Register map, names as in the netlist:
The bar under the picture is 50 um long. Other sequential cells in the stronger gray, the rest of the logic in the fainter gray.
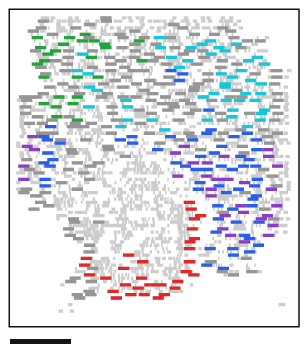
Signal wires on met4:
The bar under the picture is 50 um long.
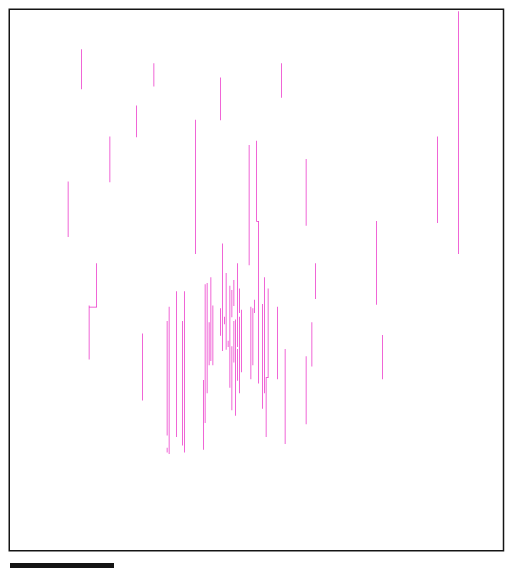
Selected gate families:
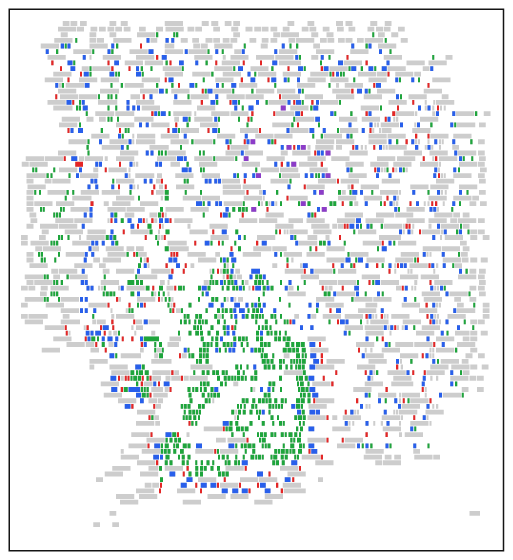
--- src/rtl/ad9958_spi_responder_if.sv ---
// Serial link from the AD9958 host side: SPI lines plus the asynchronous commit and reset strobes.
interface ad9958_spi_responder_if;
  logic       sclk;
  logic       cs_n;
  logic [3:0] sdio;
  logic       io_update;
  logic       master_reset;

  modport master (output sclk, cs_n, sdio, io_update, master_reset);
  modport slave  (input  sclk, cs_n, sdio, io_update, master_reset);
endinterface

--- src/rtl/ad9958_spi_responder.sv ---
// AD9958 serial-port slave: decodes instruction/data frames into per-channel shadow registers
// and commits them to the active outputs on io_update.
module ad9958_spi_responder #(
  parameter int unsigned SYNC_STAGES = 2,
  parameter logic [7:0]  CSR_DEFAULT = 8'hF0,
  parameter logic [23:0] CFR_DEFAULT = 24'h000302
) (
  input  logic                  clock_i,
  input  logic                  reset_ni,
  ad9958_spi_responder_if.slave spi_io,
  output logic [7:0]            csr_o,
  output logic [23:0]           fr1_o,
  output logic [23:0]           cfr_ch0_o,
  output logic [23:0]           cfr_ch1_o,
  output logic [31:0]           ftw_ch0_o,
  output logic [31:0]           ftw_ch1_o,
  output logic [12:0]           asf_ch0_o,
  output logic [12:0]           asf_ch1_o,
  output logic                  wr_strobe_o,
  output logic [4:0]            wr_addr_o,
  output logic                  frame_err_o
);

  typedef enum logic [1:0] {StIdle, StInst, StData, StIgnore} state_e;

  localparam logic [7:0] SyncRst = 8'b0000_0010;  // cs_n idles high

  // sdio shares the sclk synchronizer depth so data and clock stay aligned
  logic [7:0] sync_q [SYNC_STAGES];
  logic [7:0] sync_out;
  logic       sclk_s, cs_n_s, iou_s, mr_s;
  logic [3:0] sdio_s;
  logic       sclk_prev_q, cs_n_prev_q, iou_prev_q;
  logic       sclk_rise, cs_rise, cs_fall, iou_rise;

  always_ff @(posedge clock_i or negedge reset_ni) begin
    if (!reset_ni) begin
      for (int i = 0; i < SYNC_STAGES; i++) sync_q[i] <= SyncRst;
      sclk_prev_q <= 1'b0;
      cs_n_prev_q <= 1'b1;
      iou_prev_q  <= 1'b0;
    end else begin
      sync_q[0] <= {spi_io.master_reset, spi_io.io_update, spi_io.sdio, spi_io.cs_n, spi_io.sclk};
      for (int i = 1; i < SYNC_STAGES; i++) sync_q[i] <= sync_q[i-1];
      sclk_prev_q <= sclk_s;
      cs_n_prev_q <= cs_n_s;
      iou_prev_q  <= iou_s;
    end
  end

  assign sync_out  = sync_q[SYNC_STAGES-1];
  assign sclk_s    = sync_out[0];
  assign cs_n_s    = sync_out[1];
  assign sdio_s    = sync_out[5:2];
  assign iou_s     = sync_out[6];
  assign mr_s      = sync_out[7];
  assign sclk_rise = sclk_s & ~sclk_prev_q;
  assign cs_rise   = cs_n_s & ~cs_n_prev_q;
  assign cs_fall   = ~cs_n_s & cs_n_prev_q;
  assign iou_rise  = iou_s & ~iou_prev_q;

  state_e            state_q, state_d;
  logic [5:0]        cnt_q, cnt_d, len_q, len_d;
  logic [4:0]        addr_q, addr_d, wr_addr_q, wr_addr_d;
  logic [31:0]       shift_q, shift_d;
  logic [7:0]        csr_q, csr_d;
  logic [23:0]       fr1_sh_q, fr1_sh_d, fr1_q, fr1_d;
  logic [1:0][23:0]  cfr_sh_q, cfr_sh_d, cfr_q, cfr_d;
  logic [1:0][31:0]  ftw_sh_q, ftw_sh_d, ftw_q, ftw_d;
  logic [1:0][12:0]  asf_sh_q, asf_sh_d, asf_q, asf_d;
  logic              wr_strobe_q, wr_strobe_d, frame_err_q, frame_err_d;

  logic [2:0]  bpe;
  logic [5:0]  cnt_nx;
  logic [31:0] shift_nx, rev_nx, field;

  // Field as it would stand if the current sclk edge completed the word
  always_comb begin
    unique case (csr_q[2:1])
      2'b10: begin
        bpe      = 3'd2;
        shift_nx = {shift_q[29:0], sdio_s[1:0]};
      end
      2'b11: begin
        bpe      = 3'd4;
        shift_nx = {shift_q[27:0], sdio_s};
      end
      default: begin
        bpe      = 3'd1;
        shift_nx = {shift_q[30:0], sdio_s[0]};
      end
    endcase
    cnt_nx = cnt_q + 6'(bpe);
    for (int i = 0; i < 32; i++) rev_nx[i] = shift_nx[31-i];
    field = csr_q[0] ? (rev_nx >> (6'd32 - cnt_nx)) : shift_nx;
  end

  always_comb begin
    state_d     = state_q;
    cnt_d       = cnt_q;
    len_d       = len_q;
    addr_d      = addr_q;
    shift_d     = shift_q;
    csr_d       = csr_q;
    fr1_sh_d    = fr1_sh_q;
    cfr_sh_d    = cfr_sh_q;
    ftw_sh_d    = ftw_sh_q;
    asf_sh_d    = asf_sh_q;
    fr1_d       = fr1_q;
    cfr_d       = cfr_q;
    ftw_d       = ftw_q;
    asf_d       = asf_q;
    wr_strobe_d = 1'b0;
    wr_addr_d   = wr_addr_q;
    frame_err_d = frame_err_q;

    if (cs_rise) begin
      state_d = StIdle;
      cnt_d   = '0;
      shift_d = '0;
      if (cnt_q != '0) frame_err_d = 1'b1;
    end else begin
      unique case (state_q)
        StIdle: begin
          if (cs_fall) begin
            state_d = StInst;
            cnt_d   = '0;
            shift_d = '0;
          end
        end
        StInst: begin
          if (sclk_rise) begin
            shift_d = shift_nx;
            cnt_d   = cnt_nx;
            if (cnt_nx == 6'd8) begin
              cnt_d   = '0;
              shift_d = '0;
              addr_d  = field[4:0];
              state_d = StData;
              if (field[7]) begin
                state_d     = StIgnore;
                frame_err_d = 1'b1;
              end else begin
                case (field[6:0])
                  7'h00:   len_d = 6'd8;
                  7'h01,
                  7'h03,
                  7'h06:   len_d = 6'd24;
                  7'h04:   len_d = 6'd32;
                  default: begin
                    state_d     = StIgnore;
                    frame_err_d = 1'b1;
                  end
                endcase
              end
            end
          end
        end
        StData: begin
          if (sclk_rise) begin
            shift_d = shift_nx;
            cnt_d   = cnt_nx;
            if (cnt_nx == len_q) begin
              cnt_d       = '0;
              shift_d     = '0;
              state_d     = StInst;
              wr_strobe_d = 1'b1;
              wr_addr_d   = addr_q;
              if (addr_q == 5'h00) csr_d = field[7:0];
              if (addr_q == 5'h01) fr1_sh_d = field[23:0];
              for (int ch = 0; ch < 2; ch++) begin
                if (csr_q[6+ch]) begin
                  if (addr_q == 5'h03) cfr_sh_d[ch] = field[23:0];
                  if (addr_q == 5'h04) ftw_sh_d[ch] = field;
                  if (addr_q == 5'h06) asf_sh_d[ch] = field[12:0];
                end
              end
            end
          end
        end
        default: ;  // StIgnore: wait for cs_n to rise
      endcase
    end

    // Commit sees this cycle's write so a coincident completion is included
    if (iou_rise) begin
      fr1_d = fr1_sh_d;
      cfr_d = cfr_sh_d;
      ftw_d = ftw_sh_d;
      asf_d = asf_sh_d;
    end

    if (mr_s) begin
      state_d     = StIdle;
      cnt_d       = '0;
      len_d       = '0;
      addr_d      = '0;
      shift_d     = '0;
      csr_d       = CSR_DEFAULT;
      fr1_sh_d    = '0;
      cfr_sh_d    = {2{CFR_DEFAULT}};
      ftw_sh_d    = '0;
      asf_sh_d    = '0;
      fr1_d       = '0;
      cfr_d       = {2{CFR_DEFAULT}};
      ftw_d       = '0;
      asf_d       = '0;
      wr_strobe_d = 1'b0;
      wr_addr_d   = '0;
      frame_err_d = 1'b0;
    end
  end

  always_ff @(posedge clock_i or negedge reset_ni) begin
    if (!reset_ni) begin
      state_q     <= StIdle;
      cnt_q       <= '0;
      len_q       <= '0;
      addr_q      <= '0;
      shift_q     <= '0;
      csr_q       <= CSR_DEFAULT;
      fr1_sh_q    <= '0;
      cfr_sh_q    <= {2{CFR_DEFAULT}};
      ftw_sh_q    <= '0;
      asf_sh_q    <= '0;
      fr1_q       <= '0;
      cfr_q       <= {2{CFR_DEFAULT}};
      ftw_q       <= '0;
      asf_q       <= '0;
      wr_strobe_q <= 1'b0;
      wr_addr_q   <= '0;
      frame_err_q <= 1'b0;
    end else begin
      state_q     <= state_d;
      cnt_q       <= cnt_d;
      len_q       <= len_d;
      addr_q      <= addr_d;
      shift_q     <= shift_d;
      csr_q       <= csr_d;
      fr1_sh_q    <= fr1_sh_d;
      cfr_sh_q    <= cfr_sh_d;
      ftw_sh_q    <= ftw_sh_d;
      asf_sh_q    <= asf_sh_d;
      fr1_q       <= fr1_d;
      cfr_q       <= cfr_d;
      ftw_q       <= ftw_d;
      asf_q       <= asf_d;
      wr_strobe_q <= wr_strobe_d;
      wr_addr_q   <= wr_addr_d;
      frame_err_q <= frame_err_d;
    end
  end

  assign csr_o       = csr_q;
  assign fr1_o       = fr1_q;
  assign cfr_ch0_o   = cfr_q[0];
  assign cfr_ch1_o   = cfr_q[1];
  assign ftw_ch0_o   = ftw_q[0];
  assign ftw_ch1_o   = ftw_q[1];
  assign asf_ch0_o   = asf_q[0];
  assign asf_ch1_o   = asf_q[1];
  assign wr_strobe_o = wr_strobe_q;
  assign wr_addr_o   = wr_addr_q;
  assign frame_err_o = frame_err_q;

endmodule

--- src/flat_wrapper.sv ---
// flat-port wrapper written by rule: the top's interface ports become plain ports
module ad9958_spi_responder_flat 
#(
  parameter int unsigned SYNC_STAGES = 2,
  parameter logic [7:0]  CSR_DEFAULT = 8'hF0,
  parameter logic [23:0] CFR_DEFAULT = 24'h000302
)
  (clock_i, reset_ni, csr_o, fr1_o, cfr_ch0_o, cfr_ch1_o, ftw_ch0_o, ftw_ch1_o, asf_ch0_o, asf_ch1_o, wr_strobe_o, wr_addr_o, frame_err_o, spi_io_sclk, spi_io_cs_n, spi_io_sdio, spi_io_io_update, spi_io_master_reset);
  ad9958_spi_responder_if spi_io_i ();
  input  logic clock_i;
  input  logic reset_ni;
  output logic [7:0] csr_o;
  output logic [23:0] fr1_o;
  output logic [23:0] cfr_ch0_o;
  output logic [23:0] cfr_ch1_o;
  output logic [31:0] ftw_ch0_o;
  output logic [31:0] ftw_ch1_o;
  output logic [12:0] asf_ch0_o;
  output logic [12:0] asf_ch1_o;
  output logic wr_strobe_o;
  output logic [4:0] wr_addr_o;
  output logic frame_err_o;
  input wire logic [$bits(spi_io_i.sclk)-1:0] spi_io_sclk;
  input wire logic [$bits(spi_io_i.cs_n)-1:0] spi_io_cs_n;
  input wire logic [$bits(spi_io_i.sdio)-1:0] spi_io_sdio;
  input wire logic [$bits(spi_io_i.io_update)-1:0] spi_io_io_update;
  input wire logic [$bits(spi_io_i.master_reset)-1:0] spi_io_master_reset;
  assign spi_io_i.sclk = spi_io_sclk;
  assign spi_io_i.cs_n = spi_io_cs_n;
  assign spi_io_i.sdio = spi_io_sdio;
  assign spi_io_i.io_update = spi_io_io_update;
  assign spi_io_i.master_reset = spi_io_master_reset;
  ad9958_spi_responder #(.SYNC_STAGES(SYNC_STAGES), .CSR_DEFAULT(CSR_DEFAULT), .CFR_DEFAULT(CFR_DEFAULT)) u_core (.clock_i(clock_i), .reset_ni(reset_ni), .spi_io(spi_io_i), .csr_o(csr_o), .fr1_o(fr1_o), .cfr_ch0_o(cfr_ch0_o), .cfr_ch1_o(cfr_ch1_o), .ftw_ch0_o(ftw_ch0_o), .ftw_ch1_o(ftw_ch1_o), .asf_ch0_o(asf_ch0_o), .asf_ch1_o(asf_ch1_o), .wr_strobe_o(wr_strobe_o), .wr_addr_o(wr_addr_o), .frame_err_o(frame_err_o));
endmodule
--- config.mk ---
export PLATFORM = sky130hd
export DESIGN_NAME = ad9958_spi_responder_flat
export DESIGN_NICKNAME = d
export VERILOG_FILES = /design/src/rtl/ad9958_spi_responder_if.sv /design/src/rtl/ad9958_spi_responder.sv /design/src/flat_wrapper.sv
export SDC_FILE = /design/constraint.sdc
export NUM_CORES = 1
export LEC_CHECK = 0
export ABC_AREA = 1
export CORE_ASPECT_RATIO = 1.1
export CORE_MARGIN = 5
export CORE_UTILIZATION = 33
export CTS_CLUSTER_SIZE = 16
export DETAILED_ROUTE_END_ITERATION = 16
export GPL_ROUTABILITY_DRIVEN = 0
export PLACE_DENSITY_LB_ADDON = 0.15
export SYNTH_ARGS = -nofsm -noshare
export SYNTH_HDL_FRONTEND = slang
export SYNTH_SLANG_ARGS = --single-unit
--- constraint.sdc ---
create_clock -name clock_i -period 5.39 [get_ports clock_i]
set_clock_uncertainty 0.2 [all_clocks]
set_input_delay 1.078 -clock clock_i [delete_from_list [all_inputs] [get_ports clock_i]]
set_output_delay 1.078 -clock clock_i [all_outputs]
set_load 0.01 [all_outputs]
==> reports/results.ini <==
[cells_and_area]
flops=405
final_util=0.403
seqCellArea_mm2=0.0102
lay_top_cells=495 x nand2_1, 385 x dfrtp_1, 238 x nand3_1
final-nonclk-buf-share=0.0943
largest_cell_class=flip-flops and latches
area_growth_pct=21.6
top_register=u_core.ftw_sh_q

[floorplan]
fp.dieH_um=261

[logic_synthesis]
synth_area_leader_cell=dfrtp_1
ys_sh_adder=0.00570
top_logic_kind=simple AND/OR/NAND/NOR gates
synthAoiAreaFrac=0.142
synthDistinctLibCells=50
ys.warnings.count=0
synth_nets=2253
yosys-top-cells-count=495 x nand2_1, 386 x dfrtp_1, 238 x nand3_1

[power]
pg_comb_uw=997
p_sw_frac=0.284
pg_clk_uw=3270
p_int_uw=5250

[final_timing]
fin_crit_ns=4.64
final.period_utilization=0.860
timing.final.ws_setup_ns=0.753
hold_viol=0
max_slew_margin=0.159
tns_ns=0

[detailed_routing]
m1WireLength_um=26600
wl_met2_um=28200
drtIter0Drc=1690
drc_errors=0
top_layer_used=met4
dr_wl_met3_um=3720

[critical_path]
path_cells=nand2_1, clkinv_1, ha_1, a21oi_1, nand2_1, nand2_1, nand2_2, or2_1, nand2_1, nand2_1, o21ai_0, nand2_1, nand3_1, nand2_1, inv_2, nand4_1, nand2_2, nand3_2, nand3_1, o21ai_1
crit_end=u_core.len_q[5]
slowest_stage=nand2_1
path_class=register to register

[cts]
numCtsBuffers=46
cts.repair.resized=0
cts_setup_buffers=0
cts.sinks=405

[global_route]
antenna_found_initial=0
grt_use_met3=0.0363

[worst_hold_path]
hold_class=register to register

[status]
outcome=complete, no violations

[place]
placed_cells=3074

-- 'register map, names as in the netlist' (at the start) --
name in the netlist	color	sequential cells
`u_core.shift_q`	red	31
`u_core.ftw_ch1_o`	purple	32
`u_core.cfr_sh_q`	cyan	48
`u_core.asf_sh_q`	green	26
`u_core.ftw_sh_q`	blue	64

-- 'signal wires on met4' (at the start) --
longest straight run	117 um
main direction	vertical
share of all routed wire	3.5%
wire length on this layer	2,090 um
nets with wire on the layer	43
via count: 16,200
detailed-route wire length: 60,700 um

-- 'selected gate families' (at the start) --
family	color	cells	most used
AND-OR and OR-AND gates	purple	13	o21a_1
inverters	red	250	inv_1
inverting AOI/OAI gates	blue	442	o21ai_0
NAND gates	green	788	nand2_1
Comb/total area: 0.311
Top cell excl fill/tap: nand2_1
post-route non-filler standard cell count: 3,160

